--- config.mk ---
export PLATFORM = sky130hd
export DESIGN_NAME = dispatch_ctrl
export DESIGN_NICKNAME = d
export VERILOG_FILES = /design/src/rtl/dispatch_ctrl.sv
export SDC_FILE = /design/constraint.sdc
export NUM_CORES = 1
export LEC_CHECK = 0
export ABC_AREA = 0
export ABC_CLOCK_PERIOD_IN_PS = 2300
export CORE_MARGIN = 8
export CORE_UTILIZATION = 39
export DETAILED_ROUTE_END_ITERATION = 7
export MAX_ROUTING_LAYER = met4
export PLACE_DENSITY = 0.78
export SYNTH_ARGS = -nofsm -noshare
export SYNTH_HDL_FRONTEND = slang
export SYNTH_SLANG_ARGS = --single-unit
--- constraint.sdc ---
create_clock -name clk -period 2.3 [get_ports clk]
set_input_delay 0.345 -clock clk [delete_from_list [all_inputs] [get_ports clk]]
set_output_delay 0.345 -clock clk [all_outputs]
set_load 0.005 [all_outputs]
--- src/rtl/dispatch_ctrl.sv ---
// dispatch_ctrl: sequences decoded instructions through the register-file
// lookup, holds the returned operands while snooping ROB commits, and
// dispatches each instruction once to the RS or the SLB.
// Optional build macro: DISPATCH_PERF_EN (adds stall/dispatch counters).
module dispatch_ctrl #(
    parameter int PcLength     = 31,
    parameter int DataLength   = 31,
    parameter int RegIdxLength = 4,
    parameter int OpLength     = 5
) (
    input  logic                  clk,
    input  logic                  rst,
    input  logic                  rdy,
    input  logic                  valid_from_decoder,
    output logic                  ready_to_decoder,
    input  logic [PcLength:0]     pc_from_decoder,
    input  logic [OpLength:0]     op_from_decoder,
    input  logic                  is_ls_from_decoder,
    input  logic [RegIdxLength:0] rd_from_decoder,
    input  logic [RegIdxLength:0] rs1_from_decoder,
    input  logic [RegIdxLength:0] rs2_from_decoder,
    output logic                  is_empty_to_rf,
    output logic [RegIdxLength:0] rd_to_rf,
    output logic [RegIdxLength:0] rs1_to_rf,
    output logic [RegIdxLength:0] rs2_to_rf,
    output logic [PcLength:0]     pc_to_rf,
    input  logic [DataLength:0]   v1_from_rf,
    input  logic [DataLength:0]   v2_from_rf,
    input  logic [PcLength:0]     q1_from_rf,
    input  logic [PcLength:0]     q2_from_rf,
    input  logic                  rob_full,
    input  logic                  rs_full,
    input  logic                  slb_full,
    output logic                  en_to_rob,
    input  logic                  is_commit_from_rob,
    input  logic [PcLength:0]     pc_from_rob,
    input  logic [DataLength:0]   data_from_rob,
    input  logic                  is_exception_from_rob,
    output logic                  en_to_rs,
    output logic                  en_to_slb,
    output logic [OpLength:0]     op_out,
    output logic [PcLength:0]     pc_out,
    output logic [DataLength:0]   v1_out,
    output logic [DataLength:0]   v2_out,
    output logic [PcLength:0]     q1_out,
    output logic [PcLength:0]     q2_out
`ifdef DISPATCH_PERF_EN
    ,
    output logic [31:0]           stall_cycles,
    output logic [31:0]           dispatched
`endif
);

    typedef enum logic [1:0] {IDLE, CAPT, HOLD} state_t;

    state_t                state_reg, state_next;
    logic [OpLength:0]     op_reg, op_next;
    logic [PcLength:0]     pc_reg, pc_next;
    logic                  is_ls_reg, is_ls_next;
    logic [DataLength:0]   v1_reg, v1_next, v2_reg, v2_next;
    logic [PcLength:0]     q1_reg, q1_next, q2_reg, q2_next;

    logic                  active;
    logic                  fire;
    logic                  accept;
    logic                  hit1_hold, hit2_hold, hit1_rf, hit2_rf;
    logic [DataLength:0]   s_v1, s_v2, c_v1, c_v2;
    logic [PcLength:0]     s_q1, s_q2, c_q1, c_q2;

    // A commit broadcast resolves an operand only when the tag is pending (non-zero) and matches.
    function automatic logic snoop_hit(input logic commit, input logic [PcLength:0] q,
                                       input logic [PcLength:0] rob_pc);
        return commit && (q != '0) && (q == rob_pc);
    endfunction

    // Snooped operand views: hold registers (HOLD) and raw register-file outputs (CAPT).
    always_comb begin
        hit1_hold = snoop_hit(is_commit_from_rob, q1_reg, pc_from_rob);
        hit2_hold = snoop_hit(is_commit_from_rob, q2_reg, pc_from_rob);
        hit1_rf   = snoop_hit(is_commit_from_rob, q1_from_rf, pc_from_rob);
        hit2_rf   = snoop_hit(is_commit_from_rob, q2_from_rf, pc_from_rob);
        s_v1 = hit1_hold ? data_from_rob : v1_reg;
        s_q1 = hit1_hold ? '0 : q1_reg;
        s_v2 = hit2_hold ? data_from_rob : v2_reg;
        s_q2 = hit2_hold ? '0 : q2_reg;
        c_v1 = hit1_rf ? data_from_rob : v1_from_rf;
        c_q1 = hit1_rf ? '0 : q1_from_rf;
        c_v2 = hit2_rf ? data_from_rob : v2_from_rf;
        c_q2 = hit2_rf ? '0 : q2_from_rf;
    end

    // Next-state, handshake and dispatch outputs; reset, rdy=0 and exception all quiesce the outputs.
    always_comb begin
        state_next       = state_reg;
        op_next          = op_reg;
        pc_next          = pc_reg;
        is_ls_next       = is_ls_reg;
        v1_next          = v1_reg;
        v2_next          = v2_reg;
        q1_next          = q1_reg;
        q2_next          = q2_reg;
        is_empty_to_rf   = 1'b1;
        en_to_rob        = 1'b0;
        rd_to_rf         = '0;
        rs1_to_rf        = '0;
        rs2_to_rf        = '0;
        pc_to_rf         = '0;
        en_to_rs         = 1'b0;
        en_to_slb        = 1'b0;
        op_out           = '0;
        pc_out           = '0;
        v1_out           = '0;
        v2_out           = '0;
        q1_out           = '0;
        q2_out           = '0;

        active           = rst && rdy && !is_exception_from_rob;
        fire             = active && (state_reg == HOLD) && (is_ls_reg ? !slb_full : !rs_full);
        ready_to_decoder = active && !rob_full && ((state_reg == IDLE) || fire);
        accept           = valid_from_decoder && ready_to_decoder;

        if (accept) begin
            is_empty_to_rf = 1'b0;
            en_to_rob      = 1'b1;
            rd_to_rf       = rd_from_decoder;
            rs1_to_rf      = rs1_from_decoder;
            rs2_to_rf      = rs2_from_decoder;
            pc_to_rf       = pc_from_decoder;
            op_next        = op_from_decoder;
            pc_next        = pc_from_decoder;
            is_ls_next     = is_ls_from_decoder;
        end

        if (active) begin
            case (state_reg)
                IDLE: begin
                    if (accept) state_next = CAPT;
                end
                CAPT: begin
                    v1_next    = c_v1;
                    q1_next    = c_q1;
                    v2_next    = c_v2;
                    q2_next    = c_q2;
                    state_next = HOLD;
                end
                HOLD: begin
                    v1_next = s_v1;
                    q1_next = s_q1;
                    v2_next = s_v2;
                    q2_next = s_q2;
                    if (fire) begin
                        en_to_slb  = is_ls_reg;
                        en_to_rs   = !is_ls_reg;
                        op_out     = op_reg;
                        pc_out     = pc_reg;
                        v1_out     = s_v1;
                        q1_out     = s_q1;
                        v2_out     = s_v2;
                        q2_out     = s_q2;
                        state_next = accept ? CAPT : IDLE;
                    end
                end
                default: state_next = IDLE;
            endcase
        end else if (rst && rdy && is_exception_from_rob) begin
            state_next = IDLE;
            op_next    = '0;
            pc_next    = '0;
            is_ls_next = 1'b0;
            v1_next    = '0;
            v2_next    = '0;
            q1_next    = '0;
            q2_next    = '0;
        end
    end

    // State and hold registers; rdy=0 leaves every _next equal to its register.
    always_ff @(posedge clk or negedge rst) begin
        if (!rst) begin
            state_reg <= IDLE;
            op_reg    <= '0;
            pc_reg    <= '0;
            is_ls_reg <= 1'b0;
            v1_reg    <= '0;
            v2_reg    <= '0;
            q1_reg    <= '0;
            q2_reg    <= '0;
        end else begin
            state_reg <= state_next;
            op_reg    <= op_next;
            pc_reg    <= pc_next;
            is_ls_reg <= is_ls_next;
            v1_reg    <= v1_next;
            v2_reg    <= v2_next;
            q1_reg    <= q1_next;
            q2_reg    <= q2_next;
        end
    end

`ifdef DISPATCH_PERF_EN
    // Free-running performance counters; exceptions do not clear them.
    always_ff @(posedge clk or negedge rst) begin
        if (!rst) begin
            stall_cycles <= '0;
            dispatched   <= '0;
        end else begin
            if (rdy && (state_reg == HOLD) && !fire) stall_cycles <= stall_cycles + 32'd1;
            if (en_to_rs || en_to_slb) dispatched <= dispatched + 32'd1;
        end
    end
`endif

endmodule

==> qor.txt <==
worst reg-to-reg setup slack - -0.35 ns
time the final worst path needs with I/O delays and setup - 3.304 ns
final routed DRC violation total - 0
worst-path cell with the longest stage delay - clkdlybuf4s50_1
critical path type - in -> out
post-synthesis average cell area - 8.714 um^2
Crit path largest cell delay - 0.57 ns
leakage dissipation - 10.93 nW
initial antenna violation count - 5
input/output buffers - 472
setup slack of the critical path after layout - -1.004 ns
total setup violations reported at the end of the flow - 331
H-tree lvl count - 4
dominant cells by area after synthesis - dfrtp_1 (39%), xor2_1 (10%), nand2_1 (6.3%), and2_1 (6.1%), mux2i_1 (6.0%)
detailed placement HPWL - 42,160 um
cell with the most instances after synthesis - nand2_1
CP Cell Sequence - clkdlybuf4s50_1 -> xor2_1 -> nor4_2 -> nand4_1 -> nor3_4 -> buf_12 -> buf_8 -> buf_8 -> buf_6 -> buf_4 -> mux2i_1 -> nor2_1 -> buf_2
violations in the final reports - setup timing
Largest type area fraction - 38.79%
post-synthesis async set-or-reset flop share - 100.0%
Die Height - 183.2 um
Leading power group - registers
row cnt - 61
register share after synthesis - 38.79%
worst supply voltage drop on vdd - 420.8 uV
Logic power comb - 0.00235 W
Total Routed Length - 64,180 um
Chip Area, Yosys - 10,900 um^2
number of enable-type register cells in the synthesized netlist - 0
syn nets - 1,506
wire length of the first global-routing pass - 80,610 um
sequential logic power - 0.00332 W
RSZ-0062 raised after global routing - true
cts bufs inserted - 17
overall die area - 33,560 um^2
cell count listed in synth_stat.txt - 1,251
outcome - finished, violations left
maximum frequency from static timing analysis - 0.3026 GHz
pwr/cell area - 414.5 nW/um^2
==> cell families after synthesis <==
| logic type | count (synthesis) | share of synthesized area, % |
|---|---|---|
| AND/OR/NAND/NOR | 522 | 24.06 |
| AND-OR/OR-AND | 247 | 16.19 |
| flip-flops | 169 | 38.79 |
| XOR/XNOR | 128 | 10.28 |
| buffers and inverters | 119 | 4.602 |
| multiplexers | 66 | 6.071 |
==> cell type report <==
| class | count | area, um^2 | share of cell area [%] |
|---|---|---|---|
| diodes | 4 | 10.01 | 0.04728 |
| flip-flops and latches | 169 | 4229 | 19.98 |
| multi-input cells | 965 | 7197 | 33.99 |
| inverters | 36 | 135.1 | 0.6383 |
| clock buffers | 18 | 439.2 | 2.074 |
| clock inverters | 13 | 157.7 | 0.7446 |
| repair buffers | 904 | 8531 | 40.29 |
| well taps | 378 | 473.0 | 2.234 |
==> per-layer routing <==
layer,GRT usage [%],wire length (um)
met1,37.07,22750
met4,13.92,4548
met2,53.58,31120
met5,-,0
met3,6.213,5752
==> critical path, delay by kind of cell <==
family	cells	cell delay (ns)
xor gates and xnor gates	1	0.23
buffers and inverters	7	1.28
muxes	1	0.20
and+or+nand+nor	4	0.88
==> cell usage in the layout (no fill, tap or decap), types with 59 or more instances in the layout <==
cell type / instances
a22o_1: 64
and2_1: 71
buf_4: 321
buf_6: 90
clkbuf_2: 76
clkdlybuf4s50_1: 242
dfrtp_1: 169
dlymetal6s2s_1: 63
mux2i_1: 59
nand2_1: 160
nor2_1: 74
nor4_1: 67
xor2_1: 117
==> stage by stage <==
stage	hold slack (ns)	setup TNS (ns)	total power, W
floorplan	0.04941	0	0.003959
global placement	0.5045	-265.62	0.005294
detailed placement	0.5026	-274.84	0.005322
CTS	0.03957	-210.88	0.008552
global route	0.06049	-162.91	0.009036
finish	0.04745	-139.55	0.008775
### Power grid

Scale bar: 50 um. Pins as bars on the die edge. Tap cells in gray.
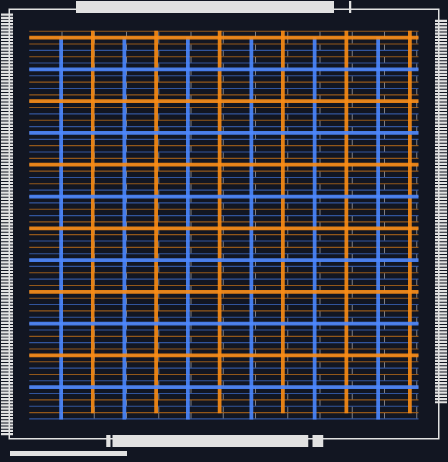
color	net
orange	VDD
blue	VSS
met4 straps	12
met5 straps	12
rows	61

### Placement by cell class

Scale bar: 50 um.
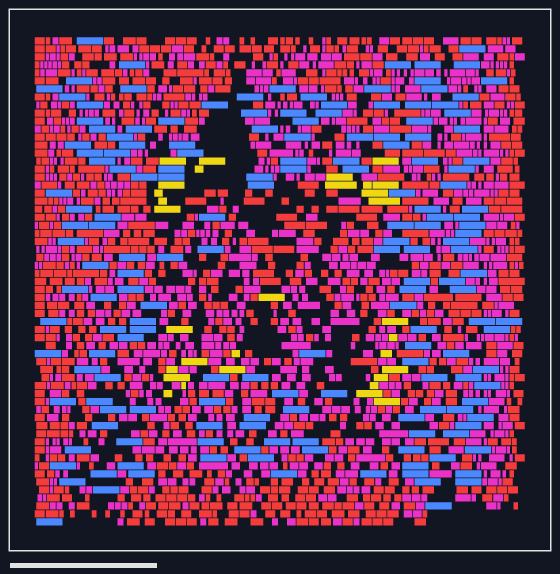
color	class	cells	share of their area
magenta	combinational and other logic	1,001	35%
blue	flops	169	20%
red	other buffers and delay cells	904	41%
yellow	clock drivers and dummy loads	31	2.9%

### Clock network drawn from the DEF

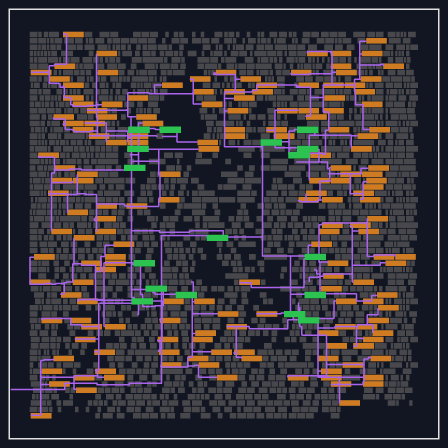
[orange] flip-flops | count: 169
[green] clock drivers | count: 17
[purple] clock wires | length: 2,620 um
routed clock nets	18

### Wiring by layer

Scale bar: 50 um. Two of the layers only.
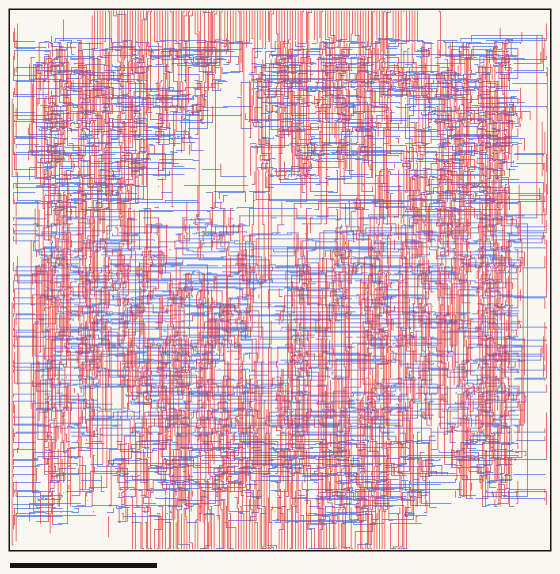
color	layer	wire length
red	metal 2	31.1 mm
blue	metal 1	22.8 mm

No activity file was given, so power comes from the tool's default toggle rates.
